[config.mk]
export PLATFORM = sky130hd
export DESIGN_NAME = data_cache
export DESIGN_NICKNAME = d
export VERILOG_FILES = /design/src/rtl/data_cache.sv
export SDC_FILE = /design/constraint.sdc
export NUM_CORES = 1
export LEC_CHECK = 0
export CORE_MARGIN = 4
export CORE_UTILIZATION = 50
export DETAILED_ROUTE_END_ITERATION = 6
export GPL_ROUTABILITY_DRIVEN = 0
export GPL_TIMING_DRIVEN = 0
export PLACE_DENSITY_LB_ADDON = 0.15
export SLEW_MARGIN = 20
export SYNTH_ARGS = -nofsm -noshare
export SYNTH_HDL_FRONTEND = slang
export SYNTH_SLANG_ARGS = --single-unit
export TNS_END_PERCENT = 100
[constraint.sdc]
create_clock -name clk -period 5.7 [get_ports clk]
set_input_delay 1.14 -clock clk [delete_from_list [all_inputs] [get_ports clk]]
set_output_delay 1.14 -clock clk [all_outputs]
set_load 0.005 [all_outputs]
[src/rtl/data_cache.sv]
// Direct-mapped, one-word-per-line, write-through / no-write-allocate data cache
// placed between the memory controller's memory-side port and external memory.
module data_cache #(
  parameter int ADDR_BITS = 8,
  parameter int DATA_BITS = 16,
  parameter int NUM_LINES = 16
) (
  input  logic                 clk,
  input  logic                 reset,
  input  logic                 req_read_valid,
  input  logic [ADDR_BITS-1:0] req_read_address,
  output logic                 req_read_ready,
  output logic [DATA_BITS-1:0] req_read_data,
  input  logic                 req_write_valid,
  input  logic [ADDR_BITS-1:0] req_write_address,
  input  logic [DATA_BITS-1:0] req_write_data,
  output logic                 req_write_ready,
  output logic                 mem_read_valid,
  output logic [ADDR_BITS-1:0] mem_read_address,
  input  logic                 mem_read_ready,
  input  logic [DATA_BITS-1:0] mem_read_data,
  output logic                 mem_write_valid,
  output logic [ADDR_BITS-1:0] mem_write_address,
  output logic [DATA_BITS-1:0] mem_write_data,
  input  logic                 mem_write_ready,
  input  logic                 flush,
  output logic [15:0]          hit_count,
  output logic [15:0]          miss_count
);
  localparam int INDEX_BITS = $clog2(NUM_LINES);
  localparam int TAG_BITS   = ADDR_BITS - INDEX_BITS;

  typedef enum logic [2:0] {IDLE, FILL, WRITE, RESP, DRAIN} state_t;
  state_t state, state_next;

  logic [NUM_LINES-1:0]                line_valid;
  logic [NUM_LINES-1:0][TAG_BITS-1:0]  line_tag;
  logic [NUM_LINES-1:0][DATA_BITS-1:0] line_data;
  logic                                flush_pending;
  logic                                serve_read;

  logic [INDEX_BITS-1:0] rd_index, fill_index, wr_index;
  logic [TAG_BITS-1:0]   rd_tag, fill_tag, wr_tag;
  logic                  rd_hit, write_hit, do_flush, fill_done, write_done;

  // Fill and write-through use the latched downstream address, not the live request.
  assign rd_index   = req_read_address[INDEX_BITS-1:0];
  assign rd_tag     = req_read_address[ADDR_BITS-1:INDEX_BITS];
  assign fill_index = mem_read_address[INDEX_BITS-1:0];
  assign fill_tag   = mem_read_address[ADDR_BITS-1:INDEX_BITS];
  assign wr_index   = mem_write_address[INDEX_BITS-1:0];
  assign wr_tag     = mem_write_address[ADDR_BITS-1:INDEX_BITS];

  assign rd_hit     = line_valid[rd_index] && (line_tag[rd_index] == rd_tag);
  assign write_hit  = line_valid[wr_index] && (line_tag[wr_index] == wr_tag);
  assign do_flush   = flush_pending | flush;
  assign fill_done  = (state == FILL)  && mem_read_ready;
  assign write_done = (state == WRITE) && mem_write_ready;

  assign req_read_ready  = (state == RESP) &&  serve_read;
  assign req_write_ready = (state == RESP) && !serve_read;

  always_ff @(posedge clk) begin
    if (reset) state <= IDLE;
    else       state <= state_next;
  end

  always_comb begin
    state_next = state;
    case (state)
      IDLE: begin
        if (!do_flush) begin
          if (req_read_valid)       state_next = rd_hit ? RESP : FILL;
          else if (req_write_valid) state_next = WRITE;
        end
      end
      FILL:    if (mem_read_ready)  state_next = RESP;
      WRITE:   if (mem_write_ready) state_next = RESP;
      RESP:    state_next = DRAIN;
      DRAIN:   if (!req_read_valid && !req_write_valid) state_next = IDLE;
      default: state_next = IDLE;
    endcase
  end

  always_ff @(posedge clk) begin
    if (reset) begin
      line_valid        <= '0;
      flush_pending     <= 1'b0;
      serve_read        <= 1'b0;
      req_read_data     <= '0;
      mem_read_valid    <= 1'b0;
      mem_read_address  <= '0;
      mem_write_valid   <= 1'b0;
      mem_write_address <= '0;
      mem_write_data    <= '0;
      hit_count         <= '0;
      miss_count        <= '0;
    end else begin
      case (state)
        IDLE: begin
          if (do_flush) begin
            line_valid    <= '0;
            flush_pending <= 1'b0;
          end else if (req_read_valid) begin
            serve_read <= 1'b1;
            if (rd_hit) begin
              req_read_data <= line_data[rd_index];
              if (hit_count != 16'hFFFF) hit_count <= hit_count + 16'd1;
            end else begin
              mem_read_valid   <= 1'b1;
              mem_read_address <= req_read_address;
              if (miss_count != 16'hFFFF) miss_count <= miss_count + 16'd1;
            end
          end else if (req_write_valid) begin
            serve_read        <= 1'b0;
            mem_write_valid   <= 1'b1;
            mem_write_address <= req_write_address;
            mem_write_data    <= req_write_data;
          end
        end
        FILL: begin
          if (mem_read_ready) begin
            mem_read_valid         <= 1'b0;
            line_valid[fill_index] <= 1'b1;
            req_read_data          <= mem_read_data;
          end
        end
        WRITE:   if (mem_write_ready) mem_write_valid <= 1'b0;
        default: ;
      endcase
      // A flush seen while busy is deferred to the next idle cycle.
      if (flush && (state != IDLE)) flush_pending <= 1'b1;
    end
  end

  always_ff @(posedge clk) begin
    if (!reset) begin
      if (fill_done) begin
        line_tag[fill_index]  <= fill_tag;
        line_data[fill_index] <= mem_read_data;
      end else if (write_done && write_hit) begin
        line_data[wr_index] <= mem_write_data;
      end
    end
  end

endmodule

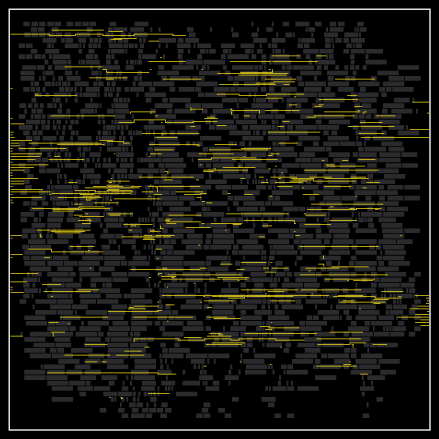
run_1/met3.png
(2 px per um)
longest straight run: 83.3 um
nets with wire on the layer: 263
main direction: horizontal
wire length on this layer: 4100 um

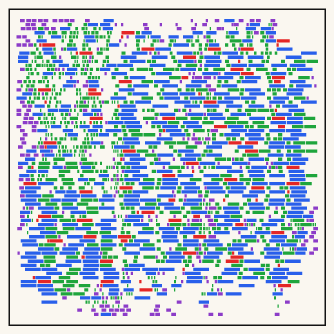
run_1/cell_classes.png
(1.5 px per um)
| class | color | cells |
|---|---|---|
| flops | blue | 423 |
| all other logic | green | 896 |
| clock drivers and dummy loads | red | 86 |
| other buffers and delay cells | purple | 310 |

==> run summary, run 1 <==
yosys + openroad results -> outcome=completed, WL final=61600 um, pins over their slew limit=0, simple-gate area share of the yosys netlist=0.0757, Adder Share, Synth=0.00123, final net count=1734, most common logic cells in the final layout=sky130_fd_sc_hd__edfxtp_1 (320), sky130_fd_sc_hd__a22o_1 (256), sky130_fd_sc_hd__clkbuf_1 (134), sky130_fd_sc_hd__mux4_2 (126), sky130_fd_sc_hd__clkdlybuf4s50_1 (120), Crit Reg-Reg Startpoint=state[0]$_SDFFE_PP0P_, total global-route track usage=0.278, actual slew at the worst max-slew pin=1120 ps, post-synth net total=1552, number of buffers and inverters on the critical path=4, clock root cell=sky130_fd_sc_hd__clkbuf_16, normalized max-slew margin=0.245, leakage power summed over all cells=0.00837 uW, Worst R2R End=line_data[241]$_DFFE_PP_, DRC viols=0, area reported by Yosys stat=0.0203 mm^2, share of final-layout standard cells stronger than drive strength 1=0.155, Pwr Density=288 mW/mm^2, vias in the first global route=14784, # rows=73, Hold Fails Final Rpt=0, setup violation total in the final timing report=0, instance count along the most critical hold path=2, proportion of power drawn by combinational gates=0.085, Tightest Hold Check Type=flop to flop, antenna diode count=0, violation count after the first detailed-routing iteration=1364, Critical Path RT=5980 ps, xor and xnor fraction of the mapped netlist area=0.00468, worst supply voltage drop on vdd=0.000221 V, horizontal die dimension=210 um, register name with the most flops=line_data, part of the cycle the worst path needs=0.837, sequential cells=423, count of flip-flops with a built-in enable after synthesis=320, post-synthesis async set-or-reset flop share=0, end of the critical path=line_data[241]$_DFFE_PP_, cells in synth_stat.txt=1495, Multi-input gate area=0.00799 mm^2, Critical Path Sink Type=flop, flop share of the area=0.487, number of CTS-inserted buffers=46, number of sinks driven by the clock tree=423, worst reg-to-reg path cell count=10, Mux cell area share=0.149, cell type contributing the most total cell area after synthesis=sky130_fd_sc_hd__edfxtp_1, leading cell category by total area=flip-flops and latches, 1st-pass router iterations=5, post-synthesis instance total=1495, Commonest Layout Cell=sky130_fd_sc_hd__edfxtp_1, cell count along the critical path=10, post-synth design cell area=0.0203 mm^2, post-layout minimum cycle time=4770 ps, switching power total=1660 uW, biggest combinational cell group after synthesis=AND-OR/OR-AND gates, area share of buffers outside the clock network=0.0870, sequential cell area=0.0117 mm^2, Total Power=6910 uW, flip-flop count of the largest register after layout=256, Mapped Avg Cell Area=13.6 um^2, top-area cell type share of the netlist area=0.473, critical path startpoint category=flop, number of warning messages in the logs=26, number of standard cells in the layout, taps in and fillers out=2240, Int Power=5250 uW, Place WS=479 ps, area of the die=0.0440 mm^2, #FFs+latches synth=423, number of tap cells added at floorplan=525, number of setup buffers added after CTS=0, CTS clk-pin slew, worst paths=60 ps, Routed wire per std cell=27.5 um, RSZ-0062 raised after global routing=false, most frequently used flop master after synthesis=sky130_fd_sc_hd__edfxtp_1, Reg power frac=0.489, type of the worst setup path=flop to flop, Worst Hold Launch=req_read_data[4]$_SDFFE_PP0P_, Largest regs=line_data (256), line_tag (64), worst reg2reg setup slack=930 ps, cells along the critical path=clkbuf_1, nor3b_1, and2_1, buf_2, nand3_1, nor2_1, clkbuf_1, nor2_1, nor2_2, buf_6, maximum fanout along the worst path=10, global-route wire length before repair=92800 um, fraction of standard cell area in multi-input logic=0.333, Max Clock Freq=0.210 GHz, cts-stage hold buffer count=0, total number of vias=14511, Distinct lib cells used=45, number of gates given a new drive strength after cts=0, number of antenna violations at the first check in global routing=0, Clock Tree Buf Depth=3, multi-input gate count=875, count of filler cells inserted in the layout=3166, HPWL after detailed placement=44400 um, kind of cell adding the most delay to the critical path=simple AND/OR/NAND/NOR gates, arrival time of data at the critical path endpoint=5060 ps, layout clock buffer count=71, deepest level of the CTS H-tree=2, area share of and-or/or-and cells after synthesis=0.158, core outline area=0.0400 mm^2, clock-cell share of area=0.0621, maximum number of pins on one net before global-route repair=19, Post-Place Cells=2154, CTS tree=yes, sw frac=0.240, aggregate global routing overflow=0, Max stage delay cell, worst path=sky130_fd_sc_hd__nor3b_1, main area contributors after synthesis=sky130_fd_sc_hd__edfxtp_1 (47%), sky130_fd_sc_hd__mux4_2 (14%), sky130_fd_sc_hd__a22o_1 (11%), sky130_fd_sc_hd__dfxtp_1 (10%), sky130_fd_sc_hd__clkbuf_1 (2.2%), Logic inverters=21
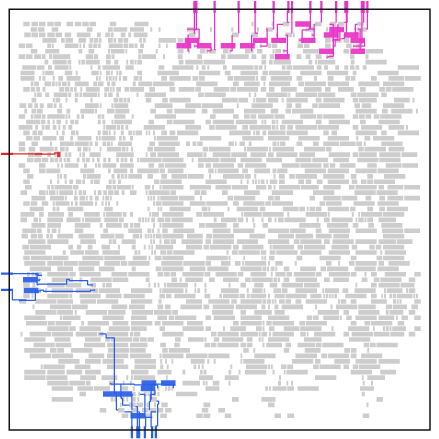
run_1/port_nets.png
(2 px per um)
| port | color | bits | direction | edge | end cells | buffers | wire |
|---|---|---|---|---|---|---|---|
| mem_write_address | blue | 8 | output | 6 bottom, 2 left | 8 | 8 | 330 um |
| req_write_ready | red | 1 | output | left | 1 | 1 | 27.6 um |
| req_read_data | magenta | 16 | output | top | 16 | 16 | 361 um |
port buffer count: 120
top-level port count: 139

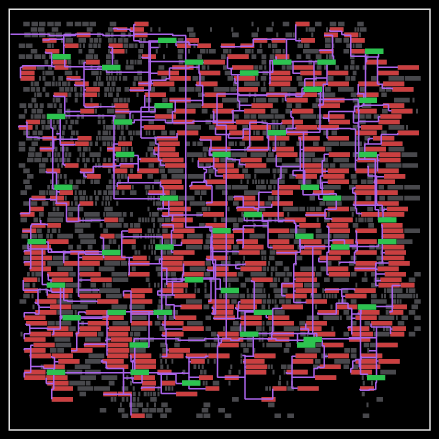
run_1/clock_map.png
(2 px per um)
[clock wires] purple | length: 5400 um
[flip-flops] red | count: 423
[cells driving clock nets] green | count: 46
flops lie: all over the die
routed clock nets: 47
final clock skew: 22.6 ps
total clock network power: 2940 uW
clock insertion delay at the later pin of the skew report: 590 ps
Clock Power Share: 0.426

-- run 1: logic make-up (layout without fill, tap and decap cells) --
kind of cell | after synthesis | after routing
flip-flops | 423 | 423
AND-OR/OR-AND | 408 | 408
AND/OR/NAND/NOR | 311 | 311
buffers and inverters | 197 | 417
multiplexers | 144 | 144
XOR/XNOR | 10 | 10
adder cells (fa/ha/maj) | 2 | 2
-- run 1: power by group through the flow --
| stage | Sequential [uW] | Clock [uW] | Combinational (uW) |
|---|---|---|---|
| after floorplan | 3420 | 0 | 337 |
| after global placement | 3440 | 0 | 571 |
| after detailed placement | 3440 | 0 | 584 |
| after CTS | 3380 | 2970 | 587 |
| after global routing | 3380 | 3100 | 629 |
| final | 3380 | 2940 | 589 |
-- run 1: cells in the mapped netlist (all sizes together), types with 4 or more instances --
cell type	number
and2	10
nor2b	25
inv	21
mux2i	11
xor2	5
dfxtp	103
clkbuf	118
a31oi	4
nand2	72
nor3	28
and3	7
a22o	256
a21oi	66
and4	4
a221oi	16
nor2	86
mux2	7
nand2b	6
nand4	9
mux4	126
o31ai	19
or3	7
a211oi	16
xnor2	5
buf	58
nor4	6
nand3	24
o21ai	17
or4	19
a21o	13
edfxtp	320
-- run 1: per-layer routing --
layer | global-route usage | part of all wire | vias to the layer above
met5 | 0 | 0 | -
met4 | 0.0990 | 0.039 | 0
met3 | 0.0417 | 0.066 | 129
met2 | 0.473 | 0.50 | 694
met1 | 0.369 | 0.40 | 7332
li1 | - | - | 6356
-- run 1: through the flow --
step                      TNS (ps)  cell area [um^2]   util  hold slack (ps)
after global placement        -354             22200  0.555              448
after global routing             0             24000  0.599              482
final                            0             24000  0.599              465
after CTS                        0             24000  0.599              468
after detailed placement         0             22500  0.562              458
after floorplan                  0             20300      -              438
run_1/final_clocks.png
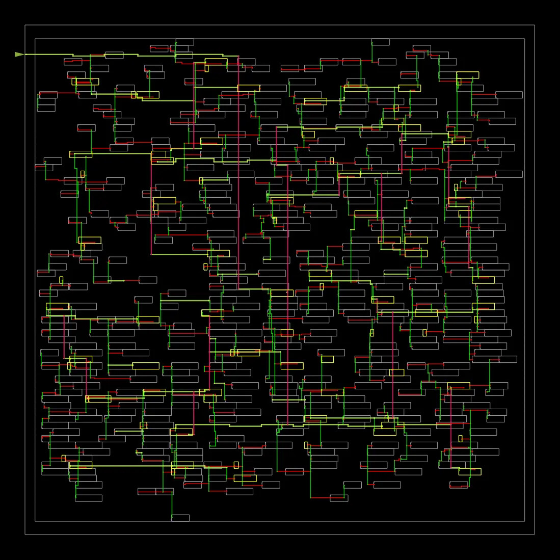

==> run 2, diff against run 1 <==
==> constraint.sdc (replaced) <==
create_clock -name clk -period 4.2 [get_ports clk]
set_input_delay 0.84 -clock clk [delete_from_list [all_inputs] [get_ports clk]]
set_output_delay 0.84 -clock clk [all_outputs]
set_load 0.005 [all_outputs]
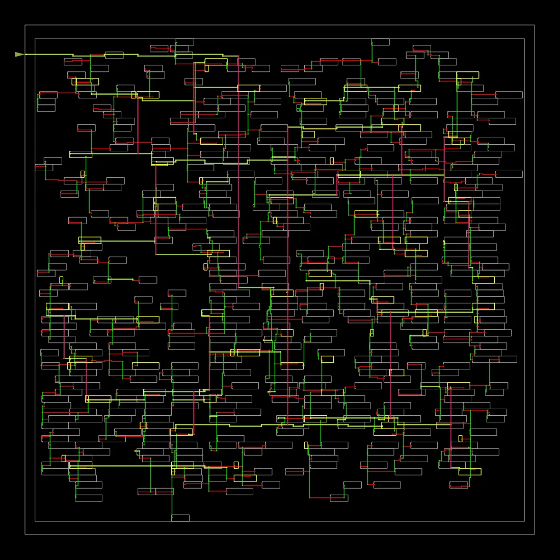
run_2/final_clocks.png
layout clock buffer count: 71
number of sinks driven by the clock tree: 423
final clock skew: 19.5 ps
total clock network power: 4000 uW

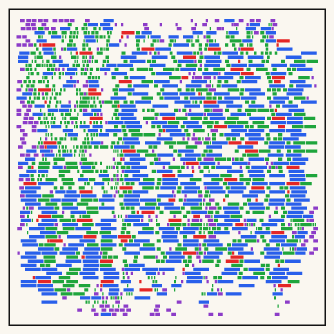
run_2/cell_classes.png
(1.5 px per um)
| class | color | cells |
|---|---|---|
| all other logic | green | 896 |
| clock drivers and dummy loads | red | 86 |
| other buffers and delay cells | purple | 312 |
| flops | blue | 423 |

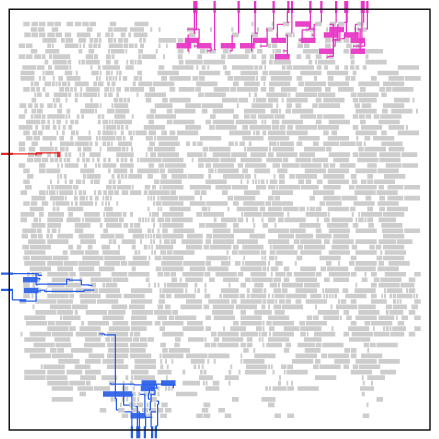
run_2/port_nets.png
(2 px per um)
| port | color | bits | direction | edge | end cells | buffers | wire |
|---|---|---|---|---|---|---|---|
| req_read_data | magenta | 16 | output | top | 16 | 16 | 361 um |
| mem_write_address | blue | 8 | output | 6 bottom, 2 left | 8 | 8 | 329 um |
| req_write_ready | red | 1 | output | left | 1 | 1 | 27.6 um |

==> run summary, run 2 <==
yosys + openroad results -> met2 routed wirelength=31000 um (was 30800 um), core outline area=0.0400 mm^2 (unchanged), actual slew at the worst max-slew pin=1120 ps (about the same), post-synthesis async set-or-reset flop share=0 (unchanged), main area contributors after synthesis=sky130_fd_sc_hd__edfxtp_1 (47%), sky130_fd_sc_hd__mux4_2 (14%), sky130_fd_sc_hd__a22o_1 (11%), sky130_fd_sc_hd__dfxtp_1 (10%), sky130_fd_sc_hd__clkbuf_1 (2.2%) (unchanged), post-synth design cell area=0.0203 mm^2 (unchanged), total global-route track usage=0.279 (was 0.278), post-route cell area=0.0242 mm^2 (was 0.0240 mm^2), top-count cell post-synth=sky130_fd_sc_hd__edfxtp_1 (unchanged), 1st-pass router iterations=7 (was 5), total number of vias=14585 (was 14511), sw frac=0.241 (was 0.240), global-route wire length before repair=92900 um (was 92800 um), commonest cells in the netlist=sky130_fd_sc_hd__edfxtp_1 (320), sky130_fd_sc_hd__a22o_1 (256), sky130_fd_sc_hd__mux4_2 (126) (unchanged), number of setup buffers added after CTS=0 (unchanged), power drawn by the combinational cells=812 uW (was 589 uW), worst supply voltage drop on vdd=0.000300 V (was 0.000221 V), area reported by Yosys stat=0.0203 mm^2 (unchanged), area of the die=0.0440 mm^2 (unchanged), number of standard cells in the layout, taps in and fillers out=2242 (was 2240), #FFs+latches synth=423 (unchanged), count of flip-flops with a built-in enable after synthesis=320 (unchanged), HPWL after detailed placement=44400 um (unchanged), Post-Route Utilization=0.604 (was 0.599), Tightest Hold Check Type=flop to flop (unchanged), violation count after the first detailed-routing iteration=1380 (was 1364), vias in the first global route=14787 (was 14784), DRC viols=0 (unchanged), Clock Power Share=0.425 (was 0.426), sequential group power=4580 uW (was 3380 uW), met3 usage in global routing=0.0416 (was 0.0417), maximum fanout along the worst path=10 (unchanged), Largest regs=line_data (256), line_tag (64) (unchanged), M1 wire length=24600 um (was 24400 um), RSZ-0062 raised after global routing=false (unchanged), Critical Path Sink Type=flop (unchanged), critical path startpoint category=input pin (was flop), outcome=completed (unchanged), Place WS=-721 ps (was 479 ps), top-level port count=139 (unchanged), Total Power=9390 uW (was 6910 uW), highest metal used=met4 (unchanged), final-layout worst hold slack=465 ps (about the same), final net count=1736 (was 1734), Multi-input gate area=0.00813 mm^2 (was 0.00799 mm^2), TNS Setup=0 ps (unchanged), post-layout minimum cycle time=4070 ps, number of warning messages in the logs=26 (unchanged), arrival time of data at the critical path endpoint=4520 ps (was 5060 ps), clock root cell=sky130_fd_sc_hd__clkbuf_16 (unchanged), Critical Path RT=4640 ps (was 5980 ps), GRT met2 Usage=0.472 (was 0.473), port buffer count=120 (unchanged), deepest level of the CTS H-tree=2 (unchanged), top-area cell type share of the netlist area=0.473 (unchanged), number of antenna violations at the first check in global routing=0 (unchanged), Reg power frac=0.488 (was 0.489), Commonest Layout Cell=sky130_fd_sc_hd__edfxtp_1 (unchanged), CTS tree=yes (unchanged), antenna diode count=0 (unchanged), post-synth net total=1552 (unchanged), clock insertion delay at the later pin of the skew report=590 ps (about the same), Distinct lib cells used=45 (unchanged), aggregate global routing overflow=0 (unchanged), Routed wire per std cell=27.6 um (was 27.5 um), leakage power summed over all cells=0.00842 uW (was 0.00837 uW), setup violation total in the final timing report=0 (unchanged), CTS clk-pin slew, worst paths=60 ps (about the same), flip-flop count of the largest register after layout=256 (unchanged), heaviest power group=registers (unchanged), switching power total=2260 uW (was 1660 uW), register name with the most flops=line_data (unchanged), Post-Place Cell Area=0.0225 mm^2 (unchanged), number of gates given a new drive strength after cts=12 (was 0)
[run 2: cell counts after synthesis]
No cell type changed its count.
[run 2: final timing paths]
| path | start | endpoint | slack [ps] | cells after the start |
|---|---|---|---|---|
| worst max-delay path | req_read_address[1] | req_read_data[7]$_SDFFE_PP0P_ | 130 | 9 |
| worst min-delay path | req_read_data[4]$_SDFFE_PP0P_ | req_read_data[4]$_SDFFE_PP0P_ | 460 | 2 |
| worst max register to register | state[0]$_SDFFE_PP0P_ | line_data[47]$_DFFE_PP_ | 180 | 10 |
| worst min register to register | req_read_data[4]$_SDFFE_PP0P_ | req_read_data[4]$_SDFFE_PP0P_ | 460 | 2 |
[run 2: area by class of cell]
| type | instances | share of cell area |
|---|---|---|
| inverters | 21 | 0.00326 |
| clock inverters | 15 | 0.00492 |
| multi-input cells | 875 | 0.336 |
| plain buffers | 176 | 0.0294 |
| repair buffers | 136 | 0.0593 |
| clock buffers | 71 | 0.0566 |
| flip-flops and latches | 423 | 0.483 |
| well taps | 525 | 0.0272 |
[run 2: cell families after synthesis]
| group | after synthesis | synth area share |
|---|---|---|
| xor+xnor | 10 | 0.00468 |
| fa+ha+maj | 2 | 0.00123 |
| simple gates | 311 | 0.0757 |
| compound gates | 408 | 0.158 |
| mux | 144 | 0.149 |
| flops | 423 | 0.574 |
| buf+inv | 197 | 0.0380 |
[run 2: worst max-delay path, cell delays in order]
cell	delay, ps
sky130_fd_sc_hd__clkdlybuf4s50_1	600
sky130_fd_sc_hd__buf_2	410
sky130_fd_sc_hd__clkbuf_1	530
sky130_fd_sc_hd__clkbuf_1	670
sky130_fd_sc_hd__mux4_2	410
sky130_fd_sc_hd__mux4_2	530
sky130_fd_sc_hd__nor2b_1	160
sky130_fd_sc_hd__a211oi_1	210
sky130_fd_sc_hd__a221oi_1	110
No activity file was given, so power comes from the tool's default toggle rates.
